[config.mk]
export PLATFORM = sky130hd
export DESIGN_NAME = vec_regfile_sb
export DESIGN_NICKNAME = d
export VERILOG_FILES = /design/src/rtl/vrf_pkg.sv /design/src/rtl/vrf_scoreboard.sv /design/src/rtl/vec_regfile_sb.sv
export SDC_FILE = /design/constraint.sdc
export NUM_CORES = 1
export LEC_CHECK = 0
export CAP_MARGIN = 0
export CORE_ASPECT_RATIO = 1.2
export CORE_MARGIN = 2
export CORE_UTILIZATION = 55
export CTS_CLUSTER_DIAMETER = 60
export DETAILED_ROUTE_END_ITERATION = 8
export PLACE_DENSITY = 0.74
export SETUP_SLACK_MARGIN = 0.2
export SLEW_MARGIN = 20
export SYNTH_ARGS = -nofsm -noshare
export SYNTH_HDL_FRONTEND = slang
export SYNTH_SLANG_ARGS = --single-unit
[constraint.sdc]
create_clock -name clk -period 7.1 [get_ports clk]
set_input_delay 1.42 -clock clk [delete_from_list [all_inputs] [get_ports clk]]
set_output_delay 1.42 -clock clk [all_outputs]
set_load 0.01 [all_outputs]
[src/rtl/vrf_pkg.sv]
// Shared constants and the lane-vector type for the vector register file.
package vrf_pkg;
  localparam int VRF_REG_WIDTH = 8;
  localparam int VRF_REG_COUNT = 16;
  localparam int VRF_SEL_BITS  = $clog2(VRF_REG_COUNT);
  localparam int VRF_LANES     = 4;

  typedef logic [VRF_LANES-1:0][VRF_REG_WIDTH-1:0] lane_vec_t;
endpackage

[src/rtl/vrf_scoreboard.sv]
// Per-register busy bits tracking in-flight producers, plus a sticky
// write-after-write error flag. Register 0 is never tracked.
module vrf_scoreboard #(
  parameter int REG_COUNT = 16,
  parameter int SEL_BITS  = 4
) (
  input  logic                 clk,
  input  logic                 rst,
  input  logic                 iss_en,
  input  logic [SEL_BITS-1:0]  iss_sel,
  input  logic                 wr_en,
  input  logic [SEL_BITS-1:0]  wr_sel,
  output logic [REG_COUNT-1:0] busy,
  output logic                 waw_err
);
  logic [REG_COUNT-1:1] busy_reg;
  logic                 waw_err_reg;
  logic                 waw_hit;

  assign busy    = {busy_reg, 1'b0};
  assign waw_err = waw_err_reg;

  // A same-cycle retiring write to the target means the old producer is done.
  assign waw_hit = iss_en && (iss_sel != '0) && busy[iss_sel] &&
                   !(wr_en && (wr_sel == iss_sel));

  always_ff @(posedge clk) begin
    if (rst) begin
      busy_reg    <= '0;
      waw_err_reg <= 1'b0;
    end else begin
      for (int r = 1; r < REG_COUNT; r++) begin
        // New producer wins over a retiring one on the same register.
        if (iss_en && (iss_sel == SEL_BITS'(r)))
          busy_reg[r] <= 1'b1;
        else if (wr_en && (wr_sel == SEL_BITS'(r)))
          busy_reg[r] <= 1'b0;
      end
      if (waw_hit)
        waw_err_reg <= 1'b1;
    end
  end
endmodule

[src/rtl/vec_regfile_sb.sv]
// Vector register file with masked/broadcast writeback and a busy scoreboard.
// Define VRF_BYPASS_EN to forward same-cycle writeback data to the read ports.
module vec_regfile_sb
  import vrf_pkg::*;
#(
  parameter int REG_WIDTH = VRF_REG_WIDTH,
  parameter int REG_COUNT = VRF_REG_COUNT,
  parameter int SEL_BITS  = VRF_SEL_BITS,
  parameter int LANES     = VRF_LANES
) (
  input  logic                            clk,
  input  logic                            rst,
  input  logic [SEL_BITS-1:0]             rd_sel1,
  input  logic [SEL_BITS-1:0]             rd_sel2,
  output logic [LANES-1:0][REG_WIDTH-1:0] operand1,
  output logic [LANES-1:0][REG_WIDTH-1:0] operand2,
  output logic                            busy1,
  output logic                            busy2,
  input  logic                            wr_en,
  input  logic [SEL_BITS-1:0]             wr_sel,
  input  logic                            wr_scalar,
  input  logic [LANES-1:0]                wr_mask,
  input  logic [LANES-1:0][REG_WIDTH-1:0] wr_data,
  input  logic                            iss_en,
  input  logic [SEL_BITS-1:0]             iss_sel,
  output logic                            waw_err
);
  typedef logic [LANES-1:0][REG_WIDTH-1:0] vec_t;

  vec_t                 regs_reg [REG_COUNT];
  vec_t                 eff_data;
  logic [REG_COUNT-1:0] busy_vec;

  vrf_scoreboard #(
    .REG_COUNT (REG_COUNT),
    .SEL_BITS  (SEL_BITS)
  ) u_scoreboard (
    .clk     (clk),
    .rst     (rst),
    .iss_en  (iss_en),
    .iss_sel (iss_sel),
    .wr_en   (wr_en),
    .wr_sel  (wr_sel),
    .busy    (busy_vec),
    .waw_err (waw_err)
  );

  always_comb begin
    eff_data = '0;
    for (int l = 0; l < LANES; l++)
      eff_data[l] = wr_scalar ? wr_data[0] : wr_data[l];
  end

  // Register 0 is never written, so it stays at its reset value of zero.
  always_ff @(posedge clk) begin
    if (rst) begin
      for (int r = 0; r < REG_COUNT; r++)
        regs_reg[r] <= '0;
    end else if (wr_en && (wr_sel != '0)) begin
      for (int l = 0; l < LANES; l++)
        if (wr_mask[l])
          regs_reg[wr_sel][l] <= eff_data[l];
    end
  end

  for (genvar gi = 0; gi < 2; gi++) begin : g_rd
    logic [SEL_BITS-1:0] sel;
    vec_t                rd_data;
    logic                rd_busy;

    assign sel = (gi == 0) ? rd_sel1 : rd_sel2;
`ifdef VRF_BYPASS_EN
    logic hit;
    // Reset suppresses forwarding so the ports read the cleared state.
    assign hit = wr_en && !rst && (wr_sel == sel) && (wr_sel != '0);

    always_comb begin
      rd_data = regs_reg[sel];
      for (int l = 0; l < LANES; l++)
        if (hit && wr_mask[l])
          rd_data[l] = eff_data[l];
    end
    assign rd_busy = busy_vec[sel] & ~hit;
`else
    assign rd_data = regs_reg[sel];
    assign rd_busy = busy_vec[sel];
`endif
  end

  assign operand1 = g_rd[0].rd_data;
  assign operand2 = g_rd[1].rd_data;
  assign busy1    = g_rd[0].rd_busy;
  assign busy2    = g_rd[1].rd_busy;
endmodule

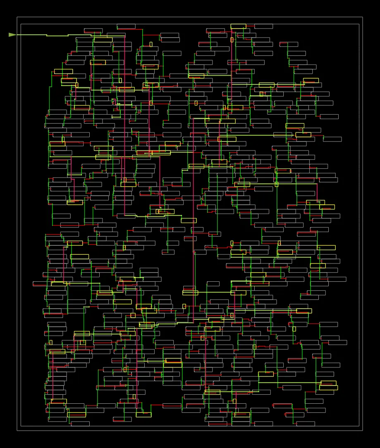
*The clock network, run 1*
Clock Power: 0.00306 W
flop count: 528
clock skew: 0.00454 ns

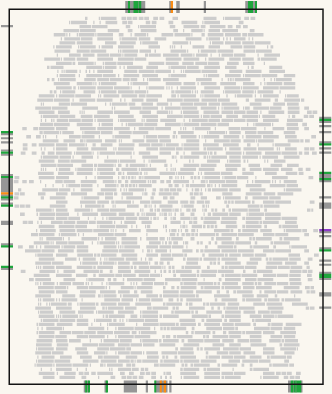
*I/O pins on the die edge, run 1*
(1.5 px per micron) Pins as bars across the die edge, other pins in gray.
color	port	pins	direction	edge
green	`operand2`	32	output	9 top, 9 bottom, 7 right, 7 left
purple	`iss_en`	1	input	right
orange	`rd_sel1`	4	input	2 bottom, 1 left, 1 top

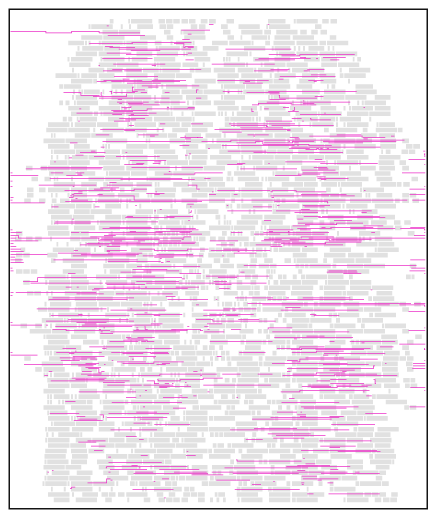
*Signal wires on met3, run 1*
(2 px per micron) Cells faint in the background.
wire length on this layer	9,700 microns
nets with wire on the layer	390

==> results.txt, run 1 <==
fresh numbers from the pnr run: DR iter-0 viols=2,503, largest net degree at the start of global routing=83, Min Hold Slack=0.548 ns, worst min-delay path endpoint=u_scoreboard.busy_reg[15], Power, Total=0.00775 W, fill cell count=about 3.4k, Most Crowded Layer GR=met2, mux share=28.1%, top comb family, area=multiplexers, routed length per instance=31.7 microns, flop share of the area=between 40% and 50%, met3 Use GR=7.11%, CTS buffer count=approximately 50, status=complete, no violations, Max-slew headroom=30.7%, Non-clk bufs=187, clock sinks=528, final hold vios=0, DR top layer=met5, Worst Tran Pin Value=roughly 1.0 ns, MaxCap Viol Count=0, #MultiIn Comb=1,083, ClkCell Share=5.93%, YS chip area=0.0275 sq mm, Logic area=0.0113 sq mm, DP Worst Slack=1.59 ns, met1 Usage GRT=a little over 40%, Total GRT Usage=31.3%, fin cells=~2.5k, Clock Latency Late Sink=0.58 ns, reg2reg start=u_scoreboard.busy_reg[15], Post-DP HPWL=50.9 mm, yosys warns=0, largest class=sequential cells, Final WS setup=1.63 ns, DIE WIDTH=208 microns, total gr overflow=0, Layout Nets=1,911, GPL Wtd Cong=0.884, final instance area=0.0314 sq mm, Setup crit start=rd_sel2[0], final critical-path required period=5.47 ns, hold path cells=2, Antenna Nets Post-Route=0, distinct lib cells=40, aoi share=less than 1%, layout inverter count without the clock tree=3, drt drc=0, CP most frequent cell=mux4_2, cells along the critical path=buf_8 -> buf_4 -> mux4_2 -> mux4_2 -> clkdlybuf4s50_1, Post-synth EDFFs=512, DP Cell Count=around 2.4k, non-clk buf share=5.56%, Setup crit end=operand2[25], Fmax=183 MHz, worst stage delay on the critical path=0.56 ns, Synth Area in XOR/XNOR=0.127%, die y size=249 microns, r2r setup slk=about 5.6 ns, Layout Utilization=a little under two thirds, # setup viols final=0, Critical R2R Capture=u_scoreboard.waw_err, num ports=about 120, Diodes inserted=0, met2 Usage GRT=51.4%, Hold Buf Count CTS=0, CTS tree=done, tool warnings=26, FF+latch area=0.0157 sq mm
run 1: critical path: cells and delay by family:
kind / cells / cell delay, ns
multiplexers: 2 / 1.07
buffers and inverters: 3 / 1.48
run 1: report_power, final:
group	switching [W]	internal, W	total (W)
clock	0.00120	0.00187	0.00306
combinational	0.000490	0.000510	0.00100
sequential	0.000102	0.00359	0.00369
run 1: Yosys cell counts, types with 15 or more instances:
cell,number,share of area [%]
mux2i_1,25,0.91
mux4_2,331,27
and2_1,120,2.7
clkbuf_1,97,1.3
dfxtp_1,16,1.2
nand2b_1,45,1.0
edfxtp_1,512,56
buf_2,26,0.47
buf_6,16,0.65
nor2b_1,15,0.34
nand2_1,67,0.91
nor2_1,379,5.2
==> run 2, diff against run 1 <==
==> constraint.sdc (replaced) <==
create_clock -name clk -period 5.5 [get_ports clk]
set_input_delay 1.1 -clock clk [delete_from_list [all_inputs] [get_ports clk]]
set_output_delay 1.1 -clock clk [all_outputs]
set_load 0.01 [all_outputs]
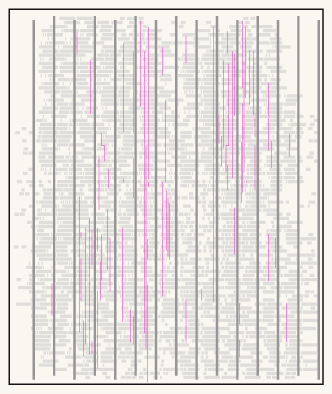
*The metal 4 layer, run 2*
(1.5 px per micron) Supply wires on this layer in gray. Cells faint in the background.
longest straight run	188 microns
nets with wire on the layer	48
share of all routed wire	3.9%
wire length on this layer	2,920 microns

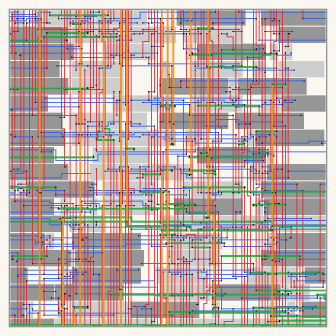
*Layout detail, run 2*
Window x 131 to 181, y 162 to 212 microns. Cells in gray, sequential cells in the stronger gray; small squares are vias.
color	layer
red	metal 2
green	metal 3
orange	metal 4
blue	metal 1
netlist names of flops here include	`regs_reg` (38)
most frequent	edfxtp_1 (38), nor2_1 (31), mux4_2 (26)
sequential cells in the window	38
cells with their middle in the window	107

==> run 2 against run 1 <==
Net effect: first-iteration DRC count fell by 17%; hold slack improved by 0.0078 ns; power rose by 23%; synthesized area did not move; synthesized cell count did not move; combinational power rose by 32%; die area did not move; cell count rose by 1.1%; clock power rose by 13%; sequential cell count did not move; largest cell class unchanged; largest power group unchanged.
==> results.txt, run 2 <==
fresh numbers from the pnr run: status=complete, no violations, met2 Usage GRT=49.9%, Antenna Nets Post-Route=0, top power group=sequential cells, clock sinks=528, Layout Nets=about 1.9k, clock share of power=36.2%, met3 Use GR=~5.8%, DR iter-0 viols=~2.1k, total gr overflow=0, Synth Area in XOR/XNOR=0.127%, Clock Power=0.00345 W, Yosys top cell area share=between 50% and 60%, Max-slew headroom=25.1%, mux share=28.1%, Comb group=0.00132 W, flop share of the area=49.9%, worst min-delay path endpoint=u_scoreboard.busy_reg[11], Setup crit end=operand2[27], distinct lib cells=40, CP top delay family=buffers and inverters, hold path cells=2, yosys warns=0, CTS tree=done, area leader, netlist=edfxtp_1, aoi share=0.591%, Most Crowded Layer GR=met2, drt drc=0, Worst Tran Pin Value=1.12 ns, clock skew=0.00535 ns, most numerous cell in the Yosys netlist=edfxtp_1, Critical R2R Capture=u_scoreboard.waw_err, final critical-path required period=4.72 ns, GPL Wtd Cong=between 0.8 and 0.9, die y size=approximately 250 microns, Diodes inserted=2, Post-DP HPWL=about 52 mm, largest net degree at the start of global routing=66, DP Cell Count=2,462, Seq power=0.00476 W, switching share of power=24.3%, largest class=sequential cells, Hold Buf Count CTS=0, Logic area=0.0113 sq mm, #MultiIn Comb=1,083, Power, Total=between 0.009 and 0.01 W, Gate power share=between 10% and 20%, MaxCap Viol Count=0, CP most frequent cell=mux4_2
-- run 2: cell count changes in the layout (fill, tap and decap cells not counted), moves of 2 or more --
| cell | delta |
|---|---|
| mux2i_2 | +6 |
| diode_2 | +2 |
| buf_4 | +18 |
| bufinv_16 | -11 |
| mux2i_1 | -6 |
| inv_6 | +2 |
| buf_12 | +6 |
| clkinv_2 | +9 |
-- run 2: per-stage QoR --
stage | setup slack [ns] | area [sq um] | hold WS (ns)
floorplan | 1.76 | 27600 | 0.480
global placement | 0.805 | 29800 | 0.516
detailed placement | 0.778 | 29800 | 0.542
CTS | 0.779 | 31400 | 0.560
global route | 0.672 | 31400 | 0.595
finish | 0.785 | 31400 | 0.556
==> run 3, diff against run 2 <==
--- a/config.mk
+++ b/config.mk
@@ -6,7 +6,7 @@
 export NUM_CORES = 1
 export LEC_CHECK = 0
 export CAP_MARGIN = 0
-export CORE_ASPECT_RATIO = 1.2
+export CORE_ASPECT_RATIO = 1.4
 export CORE_MARGIN = 2
 export CORE_UTILIZATION = 55
 export CTS_CLUSTER_DIAMETER = 60
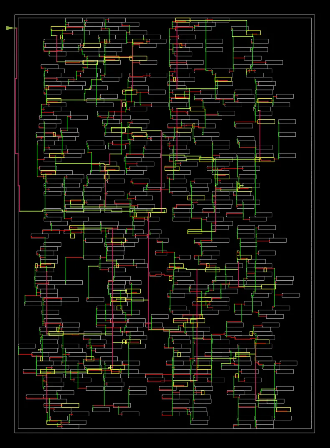
*The clock network, run 3*
Clock Power: 0.00351 W
CTS buffer count: 49

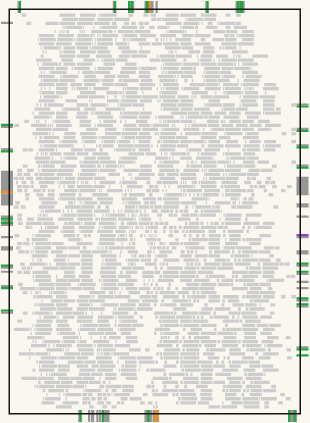
*I/O pins on the die edge, run 3*
(1.5 px per micron) Pins as bars across the die edge, other pins in gray.
color	port	pins	direction	edge
green	`operand2`	32	output	10 right, 10 top, 7 left, 5 bottom
purple	`iss_en`	1	input	right
orange	`rd_sel1`	4	input	2 bottom, 1 left, 1 top
all pins by edge	37 left, 37 right, 27 bottom, 23 top
DIE WIDTH: 193 microns
die y size: 269 microns
I/O Buffers: 123

==> run 3 against run 2 <==
Net effect: clock power is 2% higher; power is 0.97% higher; combinational power hardly changed; synthesized cell count stayed put; hold slack worse by 0.015 ns; sequential power hardly changed.
==> results.txt, run 3 <==
fresh numbers from the pnr run: status=complete, no violations, final hold vios=0, Worst Tran Pin Value=1.10 ns, Post-synth EDFFs=512, # setup viols final=0, Diodes inserted=0, met3 Use GR=4.71%, Area after DPL=0.0298 sq mm, drt drc=0, worst path arrival time=3.56 ns, Post-synth top cells=edfxtp_1 (512), nor2_1 (379), mux4_2 (331), worst min-delay path endpoint=u_scoreboard.busy_reg[3], cells along the critical path=buf_8 -> buf_12 -> mux4_2 -> mux4_2 -> clkdlybuf4s50_1, DP Worst Slack=0.706 ns, Final WS setup=0.839 ns, Most Crowded Layer GR=met2, WL met1=26.6 mm, routed length per instance=30.7 microns, final instance area=0.0314 sq mm, MaxCap Viol Count=0, clock skew=0.0104 ns, CTS tree=done, Hold Buf Count CTS=0, met2 Usage GRT=between 50% and 60%, Antenna Nets Post-Route=0, total gr overflow=0, Setup crit start=rd_sel1[0], GPL Wtd Cong=~0.90, Yosys top cell area share=55.9%, Layout Nets=1,921, reg2reg start=u_scoreboard.busy_reg[12], Setup crit end=operand1[2], Post-DP HPWL=53.8 mm, r2r setup slk=between 3 and 4 ns, YS chip area=0.0275 sq mm, Post-CTS Resized=0, Layout Utilization=63.1%, Total GRT Usage=31.2%, Cell Rows=97, most numerous cell in the Yosys netlist=edfxtp_1, CP most frequent cell=mux4_2, top cells, area=edfxtp_1 (56%), mux4_2 (27%), nor2_1 (5.2%), and2_1 (2.7%), clkbuf_1 (1.3%), DP Cell Count=2,455, Power, Total=around 0.0096 W, DR iter-0 viols=between 2k and 2.5k, Leak Pwr=10.4 nW, clock sinks=528, Max clock buf depth=3, met1 Usage GRT=40.1%, num ports=between 100 and 150, Max-slew headroom=25.3%, DR top layer=met5, Min Hold Slack=~0.54 ns, tool warnings=26, CP bufs+invs=3, worst stage delay on the critical path=approximately 0.53 ns, yosys warns=0, Final Slew Violations=0, Worst path depth=5, largest net degree at the start of global routing=74, final critical-path required period=~4.7 ns, CP top delay family=buffers and inverters, worst setup path class=input pin to output pin, Critical R2R Capture=u_scoreboard.waw_err, area leader, netlist=edfxtp_1, distinct lib cells=about 40, max reg flops=~510, Clock Latency Late Sink=between 0.5 and 0.6 ns, hold path cells=2, fin cells=about 2.5k
## run 3: cell counts after synthesis
Identical to the previous run, type by type.
## run 3: final cells by class
type	instances	area, sq um
Clock buffer	61	1330
Clock inverter	29	298
Fill cell	3563	18400
Inverter	3	11.3
Multi-Input combinational cell	1083	11400
Sequential cell	528	15700
Tap cell	643	805
Timing Repair Buffer	199	1900
## run 3: cells by family (layout without fill, tap and decap cells)
logic type	after synthesis	after routing	share of synthesized area (%)
and+or+nand+nor	667	667	11.5
DFF	528	528	57.0
muxes	359	359	28.1
buffers and inverters	153	292	2.66
AOI/OAI and AO/OA	21	21	0.591
xor gates and xnor gates	4	4	0.127
other	1	32	0.0136
## run 3: power breakdown
part           switching (W)  internal (W)
clock network        0.00151       0.00200
registers           0.000144       0.00463
logic               0.000650      0.000678
Power and IR drop assume default switching activity.
